$ cat src/rtl/ln_var_acc_seq_if.sv
// Beat stream between the variance-accumulator sequencer, its upstream source and the accumulator.
// Handshake: a beat transfers in any cycle where in_vld & in_rdy; the source holds in_vld and its data
// until accepted, and in_rdy may be dropped without notice. acc_dat_vld is exactly that transfer qualifier.
interface ln_var_acc_seq_if #(
    parameter int RECIP_W = 33
) ();
    logic               in_vld;
    logic               in_rdy;
    logic               acc_dat_vld;
    logic               acc_stripe_end;
    logic               acc_ch_max_now;
    logic               acc_ch_stripe_end;
    logic [RECIP_W-1:0] acc_recip_ch;
    logic               acc_out_vld;

    // Sequencer side.
    modport master (
        input  in_vld,
        input  acc_out_vld,
        output in_rdy,
        output acc_dat_vld,
        output acc_stripe_end,
        output acc_ch_max_now,
        output acc_ch_stripe_end,
        output acc_recip_ch
    );

    // Upstream source plus accumulator side.
    modport slave (
        output in_vld,
        output acc_out_vld,
        input  in_rdy,
        input  acc_dat_vld,
        input  acc_stripe_end,
        input  acc_ch_max_now,
        input  acc_ch_stripe_end,
        input  acc_recip_ch
    );
endinterface

$ cat src/rtl/ln_var_acc_seq.sv
// LayerNorm stage-1 variance accumulator loop sequencer: forwards beats, generates loop-end tags,
// spaces out short stripes and reports done after the accumulator drains.
module ln_var_acc_seq #(
    parameter int LOG2_TOUT  = 5,
    parameter int CNT_W      = 16,
    parameter int RECIP_W    = 33,  // 2*MAX_DAT_DW+1 with 16-bit data
    parameter int OUT_LAT    = 4,
    parameter int MIN_STRIPE = 2
) (
    input  logic                 clk,
    input  logic                 rst_n,
    input  logic                 start,
    input  logic [LOG2_TOUT:0]   cfg_stripe_len,
    input  logic [CNT_W-1:0]     cfg_ch_groups,
    input  logic [CNT_W-1:0]     cfg_tiles,
    input  logic [RECIP_W-1:0]   cfg_recip_ch,
    ln_var_acc_seq_if.master     bus,
    output logic                 busy,
    output logic                 done,
    output logic                 cfg_err,
    output logic                 cnt_err,
    output logic [2:0]           dbg_state
);
    localparam int SL_W   = LOG2_TOUT + 1;
    localparam int OUT_W  = CNT_W + LOG2_TOUT + 1;
    localparam int WAIT_W = 8;
    localparam logic [SL_W-1:0]   TOUT   = {1'b1, {LOG2_TOUT{1'b0}}};
    localparam logic [SL_W-1:0]   MIN_SL = SL_W'(MIN_STRIPE);
    localparam logic [WAIT_W-1:0] MIN_W  = WAIT_W'(MIN_STRIPE);
    localparam logic [WAIT_W-1:0] LAT_W  = WAIT_W'(OUT_LAT);

    typedef enum logic [2:0] {S_IDLE, S_RUN, S_GAP, S_DRAIN, S_DONE} state_t;

    state_t             state_q, state_d;
    logic [SL_W-1:0]    stripe_len_q;
    logic [CNT_W-1:0]   ch_groups_q, tiles_q;
    logic [RECIP_W-1:0] recip_q;
    logic [SL_W-1:0]    beat_cnt_q;
    logic [CNT_W-1:0]   grp_cnt_q, tile_cnt_q;
    logic [WAIT_W-1:0]  wait_cnt_q;
    logic [OUT_W-1:0]   out_cnt_q, out_cnt_nxt, exp_cnt;
    logic               cnt_err_q, cfg_err_q;

    logic cfg_ok, launch, beat, last_beat, last_grp, last_tile;
    logic stripe_end, ch_stripe_end, final_beat, short_stripe;

    assign cfg_ok = (cfg_stripe_len != '0) && (cfg_stripe_len <= TOUT) &&
                    (cfg_ch_groups != '0) && (cfg_tiles != '0);
    assign launch = (state_q == S_IDLE) && start && cfg_ok;

    assign bus.in_rdy      = (state_q == S_RUN);
    assign beat            = bus.in_vld && bus.in_rdy;
    assign bus.acc_dat_vld = beat;

    assign last_beat     = beat_cnt_q == stripe_len_q - 1'b1;
    assign last_grp      = grp_cnt_q == ch_groups_q - 1'b1;
    assign last_tile     = tile_cnt_q == tiles_q - 1'b1;
    assign stripe_end    = beat && last_beat;
    assign ch_stripe_end = stripe_end && last_grp;
    assign final_beat    = ch_stripe_end && last_tile;
    assign short_stripe  = stripe_len_q < MIN_SL;

    assign bus.acc_stripe_end    = stripe_end;
    assign bus.acc_ch_max_now    = beat && last_grp;
    assign bus.acc_ch_stripe_end = ch_stripe_end;
    assign bus.acc_recip_ch      = recip_q;

    // Result beats arriving in the last drain cycle still count toward the final tally.
    assign out_cnt_nxt = out_cnt_q + OUT_W'(bus.acc_out_vld);
    assign exp_cnt     = OUT_W'(tiles_q) * OUT_W'(stripe_len_q);

    always_comb begin
        state_d = state_q;
        unique case (state_q)
            S_IDLE:  if (launch) state_d = S_RUN;
            S_RUN: begin
                if (final_beat)                      state_d = S_DRAIN;
                else if (stripe_end && short_stripe) state_d = S_GAP;
            end
            S_GAP:   if (wait_cnt_q == '0) state_d = S_RUN;
            S_DRAIN: if (wait_cnt_q == '0) state_d = S_DONE;
            S_DONE:  state_d = S_IDLE;
            default: state_d = S_IDLE;
        endcase
    end

    always_ff @(posedge clk or negedge rst_n) begin
        if (!rst_n) state_q <= S_IDLE;
        else        state_q <= state_d;
    end

    always_ff @(posedge clk or negedge rst_n) begin
        if (!rst_n) begin
            stripe_len_q <= '0;
            ch_groups_q  <= '0;
            tiles_q      <= '0;
            recip_q      <= '0;
            beat_cnt_q   <= '0;
            grp_cnt_q    <= '0;
            tile_cnt_q   <= '0;
            wait_cnt_q   <= '0;
            out_cnt_q    <= '0;
            cnt_err_q    <= 1'b0;
            cfg_err_q    <= 1'b0;
        end else begin
            cfg_err_q <= (state_q == S_IDLE) && start && !cfg_ok;

            if (launch) begin
                stripe_len_q <= cfg_stripe_len;
                ch_groups_q  <= cfg_ch_groups;
                tiles_q      <= cfg_tiles;
                recip_q      <= cfg_recip_ch;
                beat_cnt_q   <= '0;
                grp_cnt_q    <= '0;
                tile_cnt_q   <= '0;
                out_cnt_q    <= '0;
                cnt_err_q    <= 1'b0;
            end else begin
                if (state_q != S_IDLE) out_cnt_q <= out_cnt_nxt;
                if (state_q == S_DRAIN && state_d == S_DONE)
                    cnt_err_q <= (out_cnt_nxt != exp_cnt);
            end

            if (beat) begin
                if (last_beat) begin
                    beat_cnt_q <= '0;
                    if (last_grp) begin
                        grp_cnt_q  <= '0;
                        tile_cnt_q <= last_tile ? '0 : tile_cnt_q + 1'b1;
                    end else begin
                        grp_cnt_q <= grp_cnt_q + 1'b1;
                    end
                end else begin
                    beat_cnt_q <= beat_cnt_q + 1'b1;
                end
            end

            // One shared down-counter times both the short-stripe bubble and the drain wait.
            if (state_q == S_RUN && state_d == S_GAP)
                wait_cnt_q <= MIN_W - WAIT_W'(stripe_len_q) - 1'b1;
            else if (state_q == S_RUN && state_d == S_DRAIN)
                wait_cnt_q <= LAT_W;
            else if ((state_q == S_GAP || state_q == S_DRAIN) && wait_cnt_q != '0)
                wait_cnt_q <= wait_cnt_q - 1'b1;
        end
    end

    assign busy      = (state_q != S_IDLE);
    assign done      = (state_q == S_DONE);
    assign cfg_err   = cfg_err_q;
    assign cnt_err   = cnt_err_q;
    assign dbg_state = state_q;
endmodule

$ cat src/flat_wrapper.sv
// flat-port wrapper written by rule: the top's interface ports become plain ports
module ln_var_acc_seq_flat 
#(
    parameter int LOG2_TOUT  = 5,
    parameter int CNT_W      = 16,
    parameter int RECIP_W    = 33,                                    
    parameter int OUT_LAT    = 4,
    parameter int MIN_STRIPE = 2
)
  (clk, rst_n, start, cfg_stripe_len, cfg_ch_groups, cfg_tiles, cfg_recip_ch, busy, done, cfg_err, cnt_err, dbg_state, bus_in_vld, bus_acc_out_vld, bus_in_rdy, bus_acc_dat_vld, bus_acc_stripe_end, bus_acc_ch_max_now, bus_acc_ch_stripe_end, bus_acc_recip_ch);
  ln_var_acc_seq_if #(.RECIP_W(RECIP_W)) bus_i ();
  input  logic clk;
  input  logic rst_n;
  input  logic start;
  input  logic [LOG2_TOUT:0] cfg_stripe_len;
  input  logic [CNT_W-1:0] cfg_ch_groups;
  input  logic [CNT_W-1:0] cfg_tiles;
  input  logic [RECIP_W-1:0] cfg_recip_ch;
  output logic busy;
  output logic done;
  output logic cfg_err;
  output logic cnt_err;
  output logic [2:0] dbg_state;
  input wire logic [$bits(bus_i.in_vld)-1:0] bus_in_vld;
  input wire logic [$bits(bus_i.acc_out_vld)-1:0] bus_acc_out_vld;
  output wire logic [$bits(bus_i.in_rdy)-1:0] bus_in_rdy;
  output wire logic [$bits(bus_i.acc_dat_vld)-1:0] bus_acc_dat_vld;
  output wire logic [$bits(bus_i.acc_stripe_end)-1:0] bus_acc_stripe_end;
  output wire logic [$bits(bus_i.acc_ch_max_now)-1:0] bus_acc_ch_max_now;
  output wire logic [$bits(bus_i.acc_ch_stripe_end)-1:0] bus_acc_ch_stripe_end;
  output wire logic [$bits(bus_i.acc_recip_ch)-1:0] bus_acc_recip_ch;
  assign bus_i.in_vld = bus_in_vld;
  assign bus_i.acc_out_vld = bus_acc_out_vld;
  assign bus_in_rdy = bus_i.in_rdy;
  assign bus_acc_dat_vld = bus_i.acc_dat_vld;
  assign bus_acc_stripe_end = bus_i.acc_stripe_end;
  assign bus_acc_ch_max_now = bus_i.acc_ch_max_now;
  assign bus_acc_ch_stripe_end = bus_i.acc_ch_stripe_end;
  assign bus_acc_recip_ch = bus_i.acc_recip_ch;
  ln_var_acc_seq #(.LOG2_TOUT(LOG2_TOUT), .CNT_W(CNT_W), .RECIP_W(RECIP_W), .OUT_LAT(OUT_LAT), .MIN_STRIPE(MIN_STRIPE)) u_core (.clk(clk), .rst_n(rst_n), .start(start), .cfg_stripe_len(cfg_stripe_len), .cfg_ch_groups(cfg_ch_groups), .cfg_tiles(cfg_tiles), .cfg_recip_ch(cfg_recip_ch), .bus(bus_i), .busy(busy), .done(done), .cfg_err(cfg_err), .cnt_err(cnt_err), .dbg_state(dbg_state));
endmodule
$ cat config.mk
export PLATFORM = sky130hd
export DESIGN_NAME = ln_var_acc_seq_flat
export DESIGN_NICKNAME = d
export VERILOG_FILES = /design/src/rtl/ln_var_acc_seq_if.sv /design/src/rtl/ln_var_acc_seq.sv /design/src/flat_wrapper.sv
export SDC_FILE = /design/constraint.sdc
export NUM_CORES = 1
export LEC_CHECK = 0
export ABC_AREA = 1
export CORE_UTILIZATION = 60
export CTS_BUF_LIST = sky130_fd_sc_hd__clkbuf_8
export DETAILED_ROUTE_END_ITERATION = 12
export PLACE_DENSITY = 0.83
export SYNTH_ARGS = -nofsm -noshare
export SYNTH_HDL_FRONTEND = slang
export SYNTH_SLANG_ARGS = --single-unit
$ cat constraint.sdc
create_clock -name clk -period 5 [get_ports clk]
set_input_delay 0.75 -clock clk [delete_from_list [all_inputs] [get_ports clk]]
set_output_delay 0.75 -clock clk [all_outputs]
set_load 0.03 [all_outputs]
==> impl_metrics.json <==
{
  "status": "finished clean",
  "drcViolationCount": 0,
  "comb_cells": 1293,
  "fin_worst_skew_ns": 0.0179,
  "r2r_cells": 18,
  "seq_share": 0.261,
  "whs_ns": 0.380,
  "maxSlewHeadroom": 0.354,
  "first_pass_iters": 5,
  "dp.cells": 2054,
  "synth-edff-count": 0,
  "p_int_w": 0.00312,
  "post-dp-hpwl_um": 23400,
  "yosys.area_share.xor_xnor": 0.0655,
  "gr-total-overflow": 0,
  "cts.sinks": 144,
  "core_region_area_sq_mm": 0.0195,
  "pg_comb_w": 0.00347,
  "wl_per_cell_um": 14.7,
  "flop_cell": "dfrtp_1",
  "criticalPathCategory": "reg -> out",
  "synth.most_common_cell": "nand2_1",
  "crit_end": "bus_acc_ch_stripe_end",
  "aoi_share": 0.0740,
  "p_sw_frac": 0.484,
  "final.fill_count": 1643,
  "clk_share": 0.0301,
  "layout.area.seq_sq_mm": 0.00360,
  "fin_setup_tns_ns": 0,
  "hold_violations": 0,
  "finalPower_w": 0.00604,
  "syn_inst": 1710,
  "synth_flops": 144,
  "ant_nets": 0,
  "powerClk_w": 0.000993,
  "p_clk_frac": 0.164,
  "synth_nets": 1886,
  "p_seq_frac": 0.261,
  "logic_family": "simple AND/OR/NAND/NOR gates",
  "drt_iter0_drc": 742,
  "post-place-ws_ns": 0.494,
  "io_buffers": 120,
  "fmax_ghz": 0.212,
  "clk_latency_ns": 0.48,
  "rsz0062_at_grt": "no",
  "postLayoutCellArea_sq_mm": 0.0138,
  "async_flop_share": 1.00,
  "timing.critical_path.from": "u_core.stripe_len_q[0]$_DFFE_PN0P_",
  "grt_first_pass_wirelength_um": 51500,
  "ios": 121,
  "max_slew.worst_pin.slew_ns": 0.968,
  "inverters": 220,
  "nNonClkBuffers": 132,
  "combinationalPowerShare": 0.575,
  "cts_resized": 0,
  "place_congestion": 0.939,
  "largest_reg_flops": 33,
  "power-top-group": "combinational logic",
  "maxCapViolCount": 0,
  "cts_tree": "yes",
  "drive_above_1_share": 0.0401,
  "antenna_found_initial": 0,
  "grt_max_degree": 104,
  "die_h_um": 144,
  "ys_cells": 1710,
  "reg2reg_from": "u_core.stripe_len_q[2]$_DFFE_PN0P_",
  "ys_seq_share": 0.300,
  "vdd_drop_max_v": 0.000274,
  "drv_slew": 0,
  "cts_buffers": 17,
  "grt_pass1_vias": 10896,
  "placed_area_sq_mm": 0.0134,
  "fp_util": 0.616,
  "layout_setup_ws_ns": 0.272,
  "htree_levels": 4,
  "yosysWarningCount": 0,
  "fp.dieW_um": 144,
  "cts_hold_buffers": 0,
  "cts_max_path_buffers": 2,
  "dieArea_sq_mm": 0.0206,
  "common_cells": "nand2_1 (603), inv_1 (216), dfrtp_1 (144)",
  "end_kind": "primary output",
  "synth_area_sq_mm": 0.0120,
  "ys_area_sq_mm": 0.0120,
  "buffer_area_frac": 0.0935,
  "avgSynthCellArea_sq_um": 7.03
}
-- layer usage --
metal | wire (um) | GRT usage | vias up | part of all wire
li1 | - | - | 5602 | -
met1 | 13100 | 0.403 | 5367 | 0.43
met2 | 14700 | 0.536 | 386 | 0.48
met3 | 2210 | 0.0726 | 47 | 0.072
met4 | 580 | 0.0907 | 0 | 0.019
met5 | 0 | 0 | - | 0
-- worst max-delay path, cell delays in order, from the launching register on --
cell,delay [ns]
dfrtp_1,0.64
buf_4,0.27
inv_1,0.22
ha_1,0.42
xor2_1,0.22
o211ai_1,0.12
nor2_1,0.13
nand3_2,0.14
nor2_4,0.31
inv_2,0.09
nor2_4,0.23
clkdlybuf4s50_1,0.71
Gate families picked out:
Bar = 50 um.
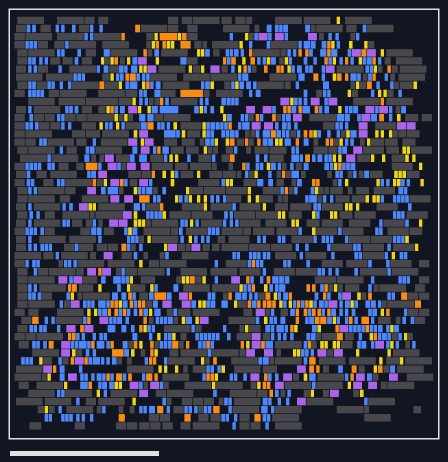
color	family	cells	most used
blue	nand cells	762	nand2_1
yellow	inv cells	220	inv_1
orange	nor cells	175	nor2_1
purple	xor and xnor cells	90	xor2_1
final std cells w/o fill: 2,086
Comb/total area: 0.532
highest-count logic cell in the final layout: nand2_1

The metal 3 layer:
Cells faint in the background.
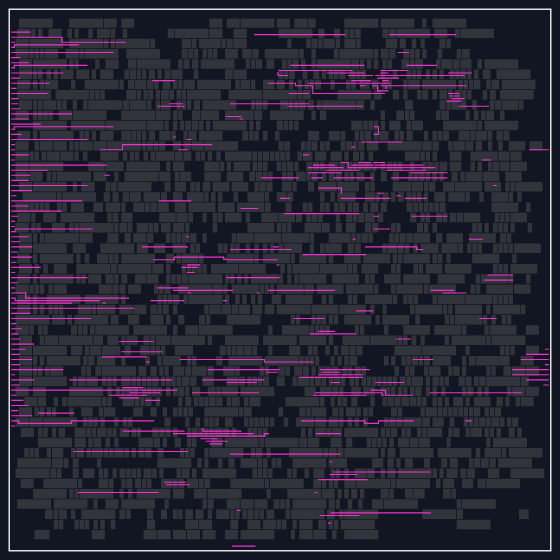
nets with wire on the layer	203
wire length on this layer	2,210 um
Via Count: 11,402
met3 Use GR: 0.0726

Power is estimated from default activity; no workload was simulated.
